==> src/rtl/multicycle_ctrl_pkg.sv <==
// Shared definitions for the multicycle MIPS control unit: state codes,
// opcode/funct constants, ALU operation codes (shared with the ALU) and the
// bundle of datapath control strobes.
package multicycle_ctrl_pkg;

   // FSM state codes; the numeric values are visible on the debug port
   typedef enum logic [3:0] {
      S_FETCH   = 4'd0,
      S_DECODE  = 4'd1,
      S_MEMADR  = 4'd2,
      S_MEMRD   = 4'd3,
      S_MEMWB   = 4'd4,
      S_MEMWR   = 4'd5,
      S_RTYPEEX = 4'd6,
      S_RTYPEWB = 4'd7,
      S_BEQEX   = 4'd8,
      S_ADDIEX  = 4'd9,
      S_ADDIWB  = 4'd10,
      S_JEX     = 4'd11
   } state_e;

   // Opcodes of the supported instruction subset
   localparam logic [5:0] OP_RTYPE = 6'b000000;
   localparam logic [5:0] OP_LW    = 6'b100011;
   localparam logic [5:0] OP_SW    = 6'b101011;
   localparam logic [5:0] OP_BEQ   = 6'b000100;
   localparam logic [5:0] OP_ADDI  = 6'b001000;
   localparam logic [5:0] OP_J     = 6'b000010;

   // R-type funct codes
   localparam logic [5:0] FN_ADD = 6'b100000;
   localparam logic [5:0] FN_SUB = 6'b100010;
   localparam logic [5:0] FN_AND = 6'b100100;
   localparam logic [5:0] FN_OR  = 6'b100101;
   localparam logic [5:0] FN_SLT = 6'b101010;

   // ALU operation codes; 011, 100 and 101 are intentionally unused
   localparam logic [2:0] ALUC_AND = 3'b000;
   localparam logic [2:0] ALUC_OR  = 3'b001;
   localparam logic [2:0] ALUC_ADD = 3'b010;
   localparam logic [2:0] ALUC_SUB = 3'b110;
   localparam logic [2:0] ALUC_SLT = 3'b111;

   // Coarse ALU request from the FSM to the ALU decoder
   localparam logic [1:0] ALUOP_ADD   = 2'b00;
   localparam logic [1:0] ALUOP_SUB   = 2'b01;
   localparam logic [1:0] ALUOP_FUNCT = 2'b10;

   // Datapath control strobes other than the ALU operation
   typedef struct packed {
      logic       alusrca;
      logic [1:0] alusrcb;
      logic       iord;
      logic       memwrite;
      logic       irwrite;
      logic       regdst;
      logic       memtoreg;
      logic       regwrite;
      logic [1:0] pcsrc;
      logic       pcen;
   } ctrl_t;

   // State that DECODE dispatches to for a given opcode
   function automatic state_e dispatch_state(input logic [5:0] op);
      state_e nxt;
      case (op)
         OP_LW, OP_SW: nxt = S_MEMADR;
         OP_RTYPE:     nxt = S_RTYPEEX;
         OP_BEQ:       nxt = S_BEQEX;
         OP_ADDI:      nxt = S_ADDIEX;
         OP_J:         nxt = S_JEX;
         default:      nxt = S_FETCH;
      endcase
      return nxt;
   endfunction

endpackage

==> src/rtl/multicycle_ctrl_alu_dec.sv <==
// ALU decoder: turns the FSM's coarse ALU request plus the R-type funct
// field into a concrete ALU operation code.
module alu_dec
   import multicycle_ctrl_pkg::*;
(
   input  logic [5:0] funct,
   input  logic [1:0] aluop,
   output logic [2:0] aluc
);

   // Map aluop/funct to an ALU code; anything unrecognised falls back to ADD
   always_comb begin
      aluc = ALUC_ADD;
      case (aluop)
         ALUOP_ADD: aluc = ALUC_ADD;
         ALUOP_SUB: aluc = ALUC_SUB;
         ALUOP_FUNCT: begin
            case (funct)
               FN_ADD:  aluc = ALUC_ADD;
               FN_SUB:  aluc = ALUC_SUB;
               FN_AND:  aluc = ALUC_AND;
               FN_OR:   aluc = ALUC_OR;
               FN_SLT:  aluc = ALUC_SLT;
               default: aluc = ALUC_ADD;
            endcase
         end
         default: aluc = ALUC_ADD;
      endcase
   end

endmodule

==> src/rtl/multicycle_ctrl.sv <==
// Multicycle MIPS control unit (lw, sw, R-type, beq, addi, j).
// Moore FSM; the only input-dependent outputs are aluc in RTYPEEX (funct)
// and pcen in BEQEX (zero). Reset is synchronous and active-low; while it is
// asserted the write strobes are forced low so nothing architectural changes.
module multicycle_ctrl
   import multicycle_ctrl_pkg::*;
(
   input  logic       clk,
   input  logic       rst_n,
   input  logic [5:0] op,
   input  logic [5:0] funct,
   input  logic       zero,
   output logic [2:0] aluc,
   output logic       alusrca,
   output logic [1:0] alusrcb,
   output logic       iord,
   output logic       memwrite,
   output logic       irwrite,
   output logic       regdst,
   output logic       memtoreg,
   output logic       regwrite,
   output logic [1:0] pcsrc,
   output logic       pcen,
   output logic [3:0] state
);

   // Held as a plain 4-bit vector so unused codes 12-15 are representable
   logic [3:0] state_q;
   logic [3:0] state_d;

   ctrl_t      ctrl_raw_s;
   ctrl_t      ctrl_s;
   logic [1:0] aluop_s;
   logic       alu_en_s;
   logic [2:0] dec_aluc_s;

   // State register with synchronous active-low reset to FETCH
   always_ff @(posedge clk) begin
      if (!rst_n) begin
         state_q <= S_FETCH;
      end else begin
         state_q <= state_d;
      end
   end

   // Next-state logic; unused codes recover to FETCH
   always_comb begin
      state_d = S_FETCH;
      case (state_q)
         S_FETCH:   state_d = S_DECODE;
         S_DECODE:  state_d = dispatch_state(op);
         S_MEMADR: begin
            if (op == OP_LW) begin
               state_d = S_MEMRD;
            end else begin
               state_d = S_MEMWR;
            end
         end
         S_MEMRD:   state_d = S_MEMWB;
         S_RTYPEEX: state_d = S_RTYPEWB;
         S_ADDIEX:  state_d = S_ADDIWB;
         S_MEMWB,
         S_MEMWR,
         S_RTYPEWB,
         S_BEQEX,
         S_ADDIWB,
         S_JEX:     state_d = S_FETCH;
         default:   state_d = S_FETCH;
      endcase
   end

   // Per-state control strobes; anything not set for a state stays 0
   always_comb begin
      ctrl_raw_s = '0;
      aluop_s    = ALUOP_ADD;
      alu_en_s   = 1'b0;
      case (state_q)
         S_FETCH: begin
            ctrl_raw_s.alusrcb = 2'b01;
            ctrl_raw_s.irwrite = 1'b1;
            ctrl_raw_s.pcen    = 1'b1;
            ctrl_raw_s.pcsrc   = 2'b00;
            alu_en_s           = 1'b1;
         end
         S_DECODE: begin
            ctrl_raw_s.alusrcb = 2'b11;
            alu_en_s           = 1'b1;
         end
         S_MEMADR, S_ADDIEX: begin
            ctrl_raw_s.alusrca = 1'b1;
            ctrl_raw_s.alusrcb = 2'b10;
            alu_en_s           = 1'b1;
         end
         S_MEMRD: begin
            ctrl_raw_s.iord = 1'b1;
         end
         S_MEMWB: begin
            ctrl_raw_s.memtoreg = 1'b1;
            ctrl_raw_s.regwrite = 1'b1;
         end
         S_MEMWR: begin
            ctrl_raw_s.iord     = 1'b1;
            ctrl_raw_s.memwrite = 1'b1;
         end
         S_RTYPEEX: begin
            ctrl_raw_s.alusrca = 1'b1;
            ctrl_raw_s.alusrcb = 2'b00;
            aluop_s            = ALUOP_FUNCT;
            alu_en_s           = 1'b1;
         end
         S_RTYPEWB: begin
            ctrl_raw_s.regdst   = 1'b1;
            ctrl_raw_s.regwrite = 1'b1;
         end
         S_BEQEX: begin
            ctrl_raw_s.alusrca = 1'b1;
            ctrl_raw_s.alusrcb = 2'b00;
            ctrl_raw_s.pcsrc   = 2'b01;
            ctrl_raw_s.pcen    = zero;
            aluop_s            = ALUOP_SUB;
            alu_en_s           = 1'b1;
         end
         S_ADDIWB: begin
            ctrl_raw_s.regwrite = 1'b1;
         end
         S_JEX: begin
            ctrl_raw_s.pcsrc = 2'b10;
            ctrl_raw_s.pcen  = 1'b1;
         end
         default: begin
            ctrl_raw_s = '0;
         end
      endcase
   end

   // While reset is held, suppress every strobe that commits state
   always_comb begin
      ctrl_s = ctrl_raw_s;
      if (!rst_n) begin
         ctrl_s.pcen     = 1'b0;
         ctrl_s.irwrite  = 1'b0;
         ctrl_s.regwrite = 1'b0;
         ctrl_s.memwrite = 1'b0;
      end else begin
         ctrl_s = ctrl_raw_s;
      end
   end

   alu_dec u_alu_dec (
      .funct (funct),
      .aluop (aluop_s),
      .aluc  (dec_aluc_s)
   );

   // States that do not use the ALU drive a zero operation code
   assign aluc     = alu_en_s ? dec_aluc_s : 3'b000;
   assign alusrca  = ctrl_s.alusrca;
   assign alusrcb  = ctrl_s.alusrcb;
   assign iord     = ctrl_s.iord;
   assign memwrite = ctrl_s.memwrite;
   assign irwrite  = ctrl_s.irwrite;
   assign regdst   = ctrl_s.regdst;
   assign memtoreg = ctrl_s.memtoreg;
   assign regwrite = ctrl_s.regwrite;
   assign pcsrc    = ctrl_s.pcsrc;
   assign pcen     = ctrl_s.pcen;
   assign state    = state_q;

endmodule
==> config.mk <==
export PLATFORM = sky130hd
export DESIGN_NAME = multicycle_ctrl
export DESIGN_NICKNAME = d
export VERILOG_FILES = /design/src/rtl/multicycle_ctrl_pkg.sv /design/src/rtl/multicycle_ctrl_alu_dec.sv /design/src/rtl/multicycle_ctrl.sv
export SDC_FILE = /design/constraint.sdc
export NUM_CORES = 1
export LEC_CHECK = 0
export ABC_AREA = 0
export ABC_CLOCK_PERIOD_IN_PS = 2820
export CELL_PAD_IN_SITES_DETAIL_PLACEMENT = 1
export CELL_PAD_IN_SITES_GLOBAL_PLACEMENT = 1
export CORE_MARGIN = 2
export CORE_UTILIZATION = 42
export CTS_CLUSTER_DIAMETER = 60
export DETAILED_ROUTE_END_ITERATION = 16
export DONT_BUFFER_PORTS = 1
export GPL_ROUTABILITY_DRIVEN = 0
export GPL_TIMING_DRIVEN = 0
export PLACE_DENSITY = 0.83
export SYNTH_ARGS = -nofsm -noshare
export SYNTH_HDL_FRONTEND = slang
export SYNTH_SLANG_ARGS = --single-unit
==> constraint.sdc <==
create_clock -name clk -period 2.82 [get_ports clk]
set_input_delay 0.564 -clock clk [delete_from_list [all_inputs] [get_ports clk]]
set_output_delay 0.564 -clock clk [all_outputs]
set_load 0.01 [all_outputs]
Figure 1. Cell placement.
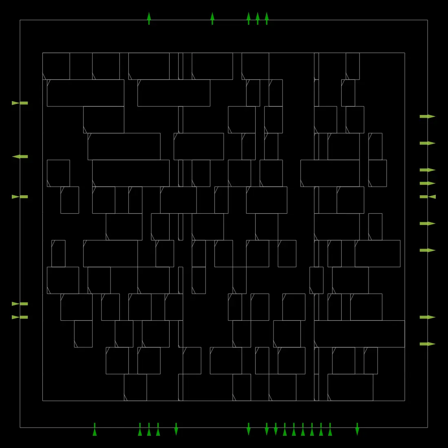
Final Instance Count excl. Fillers: 100
count of inserted tapcells: 15
Util after Layout: 50.8%
number of cell rows: 13

==> impl_metrics.ini <==
; generated from flow reports
[run_status]
outcome = finished clean

[floorplan]
die_height_um = 41.4
die_width_um = 41.4
initial_core_util_pct = 45.2
placeableCoreArea_sq_mm = 0.00130

[placed_design]
hpwl_dp_um = 1330
detailedPlace.worstSlack_ps = -112
place_area_sq_um = 607
placedCellCount = 97

[drt]
total_via_count_after_detailed_routing = 635
drt_iter0_markers = 4
firstDrtPassIters = 4
route.antenna.remaining_nets = 0
routed_length_on_met2_um = 877
via_per_inst = 6.35
wl_met1_um = 648
drt_wl_total_um = 1620
drt_drc_violations_left = 0
top_signal_layer_used = met3
wl_met3_um = 91
route.detailed.wl_per_inst_um = 16.2

[worst_setup_path]
cpPeakStageDelay_ps = 360
timing.rr.start = state[0]
worstPathRequired_ps = 2260
worstPathCellList = nand2b_2 -> nor3_4 -> inv_1 -> ha_1 -> a21bo_2 -> nor4bb_4
start_kind = flip-flop
timing.critical_path.fanout_max = 7
cp_num_buf_inv = 1
endpoint_kind = output port
worstRegToRegCells = 5
register_to_register_setup_slack_ps = 1360
top_delay_family_on_crit_path = simple AND/OR/NAND/NOR gates
cp_slowest_cell = sky130_fd_sc_hd__dfxtp_2
regToRegEndpoint = state[0]
timing.setup.critical_path_class = flip-flop to output port

[synth]
post_synth_and_or_nand_nor_area_fraction_pct = 39.6
synth.ff_latch_count = 4
synth.cells.most_frequent = sky130_fd_sc_hd__nor2_1, sky130_fd_sc_hd__a21oi_1, sky130_fd_sc_hd__o21ai_0
synth.most_common_cell = sky130_fd_sc_hd__nor2_1
post_synth_edffs = 0
synth.net_count = 100
ys_dominant_reg_cell = sky130_fd_sc_hd__dfxtp_1
yosys.area.top_type = sky130_fd_sc_hd__dfxtp_1
synth_sequential_area_ratio_pct = 13.6
synth_cells = 82
synth.top_cell.area_share_pct = 13.6
synth_async_sr_flop_share_pct = 0
ys_area_sq_um = 588
syn-cell-area_sq_um = 588
synthesis.yosys.warnings = 0
synth.lib_cells_used.distinct = 37
compound_area_share_pct = 26.2
largest_cells_by_area = sky130_fd_sc_hd__dfxtp_1, sky130_fd_sc_hd__nor2_1, sky130_fd_sc_hd__ha_1, sky130_fd_sc_hd__buf_6, sky130_fd_sc_hd__a21oi_1
ys_cells = 82
xor_xnor_portion_of_the_synthesized_cell_area_pct = 4.47
synth-adder-area-share_pct = 6.38
post_synth.cell_area_avg_sq_um = 7.17
post_synth_main_logic_family = simple AND/OR/NAND/NOR gates
synth.mux.area_fraction_pct = 0

[layout]
cell_kind_with_the_greatest_summed_area = logic gates
layout.non_clock_buffers = 4
nonClkBufAreaFrac_pct = 5.87
seq_cell_area_sq_um = 82.6
layout.cells.most_common_list = sky130_fd_sc_hd__nor2_1, sky130_fd_sc_hd__a21oi_1, sky130_fd_sc_hd__o21ai_0, sky130_fd_sc_hd__inv_1
fin_area_sq_um = 661
final_layout_size_suffix_gt1_share_pct = 21.2
largest_register_ff_count = 4
area.growth.synth_to_final_pct = 12.3
area.share.combinational_pct = 72.5
logic_area_sq_um = 479
final.clkbuf_count = 3
clk_share_pct = 3.41
comb.multi_input.count = 69
filler_cell_count = 171
final_common_cell = sky130_fd_sc_hd__nor2_1
nNonClkInverters = 5
antennaDiodeCount = 0
design.final.nets = 105

[clock_network]
cts.root.buffer_cell = sky130_fd_sc_hd__clkbuf_4
cts.path.max_buffers = 2
cts-htree-levels = 1
clock_insertion_delay_at_the_later_pin_of_the_skew_report_ps = 230
cts-buffers-inserted = 3
post-cts-setup-buffers = 0
clk_pin_slew_ps = 40
post_cts_hold_buffer_count = 0
tritoncts = built
cts.sink_count = 4

[pwr]
post-layout-total-power_w = 0.000175
p_leak_nw = 0.252
power.ir.vdd_worst_mv = 0.245
cellPowerDensity_mw_per_mm2 = 265

[sta]
max_slew.worst_pin.slew_ps = 425
hold_violations = 0
post_route_skew_ps = 6.12
holdWs_ps = 452
final_period_minus_worst_setup_slack_ps = 2680
rsz_0062_raised_after_global_routing = false
max_freq_mhz = 374
slew_headroom_pct = 71.4
layout_worst_path_cycle_share_pct = 94.9
timing.final.setup_violations = 0
finalSetupTns_ps = 0
timing.final.ws_setup_ps = 143

[worst_hold_path]
hold_path.startpoint = rst_n
worstHoldPathType = primary input to flip-flop
timing.hold.worst_path_depth = 1
hold_end = state[3]

[job]
stage_log_warnings = 28
max_cap_viol_count = 0

[global_routing]
global_route.usage.total_pct = 19.0
pin_count_of_the_biggest_net_entering_global_routing = 11
first_global_vias = 603
grt-ovfl-total = 0
grt_use_met3_pct = 6.96
antenna_found_initial = 0
use_met2_pct = 33.1
globalRoute.busiestLayer = met2
grt.met1_usage_pct = 22.2
grt_first_pass_wirelength_um = 2620
Figure 2. Port wiring.
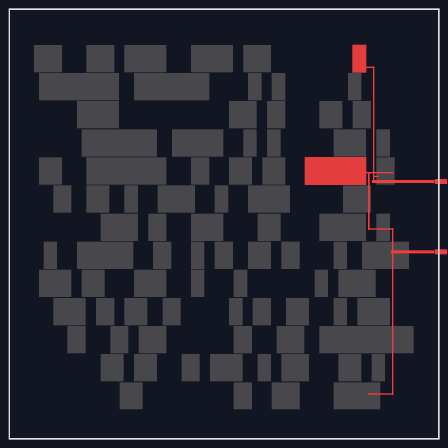
pcsrc: drawn in red, bits 2, direction output, edge right, end cells 2, buffers 0, wire 51.3 um.
num ports: 34
I/O Buffers: 0

## report_power, final
| group | switching, W | internal (W) |
|---|---|---|
| combinational | 0.0000247 | 0.0000181 |
| sequential | 0.00000259 | 0.0000587 |
| clock | 0.0000234 | 0.0000476 |
| total | 0.0000507 | 0.000124 |
## worst max-delay path by stage
stage                          to     start  slack, ps  depth (start not counted)
after floorplan           aluc[0]  state[2]        170                          6
after global placement    aluc[0]  state[2]         -8                          6
after detailed placement  aluc[0]  state[2]       -110                          6
after CTS                 aluc[0]  state[2]         70                          6
after global routing      aluc[0]  state[2]          5                          6
final                     aluc[0]  state[2]        140                          6
## cells by family after synthesis
kind of cell | count (synthesis)
flip-flops | 4
AND-OR/OR-AND | 22
XOR/XNOR | 3
buffers and inverters | 9
AND/OR/NAND/NOR | 41
adder cells (fa/ha/maj) | 3
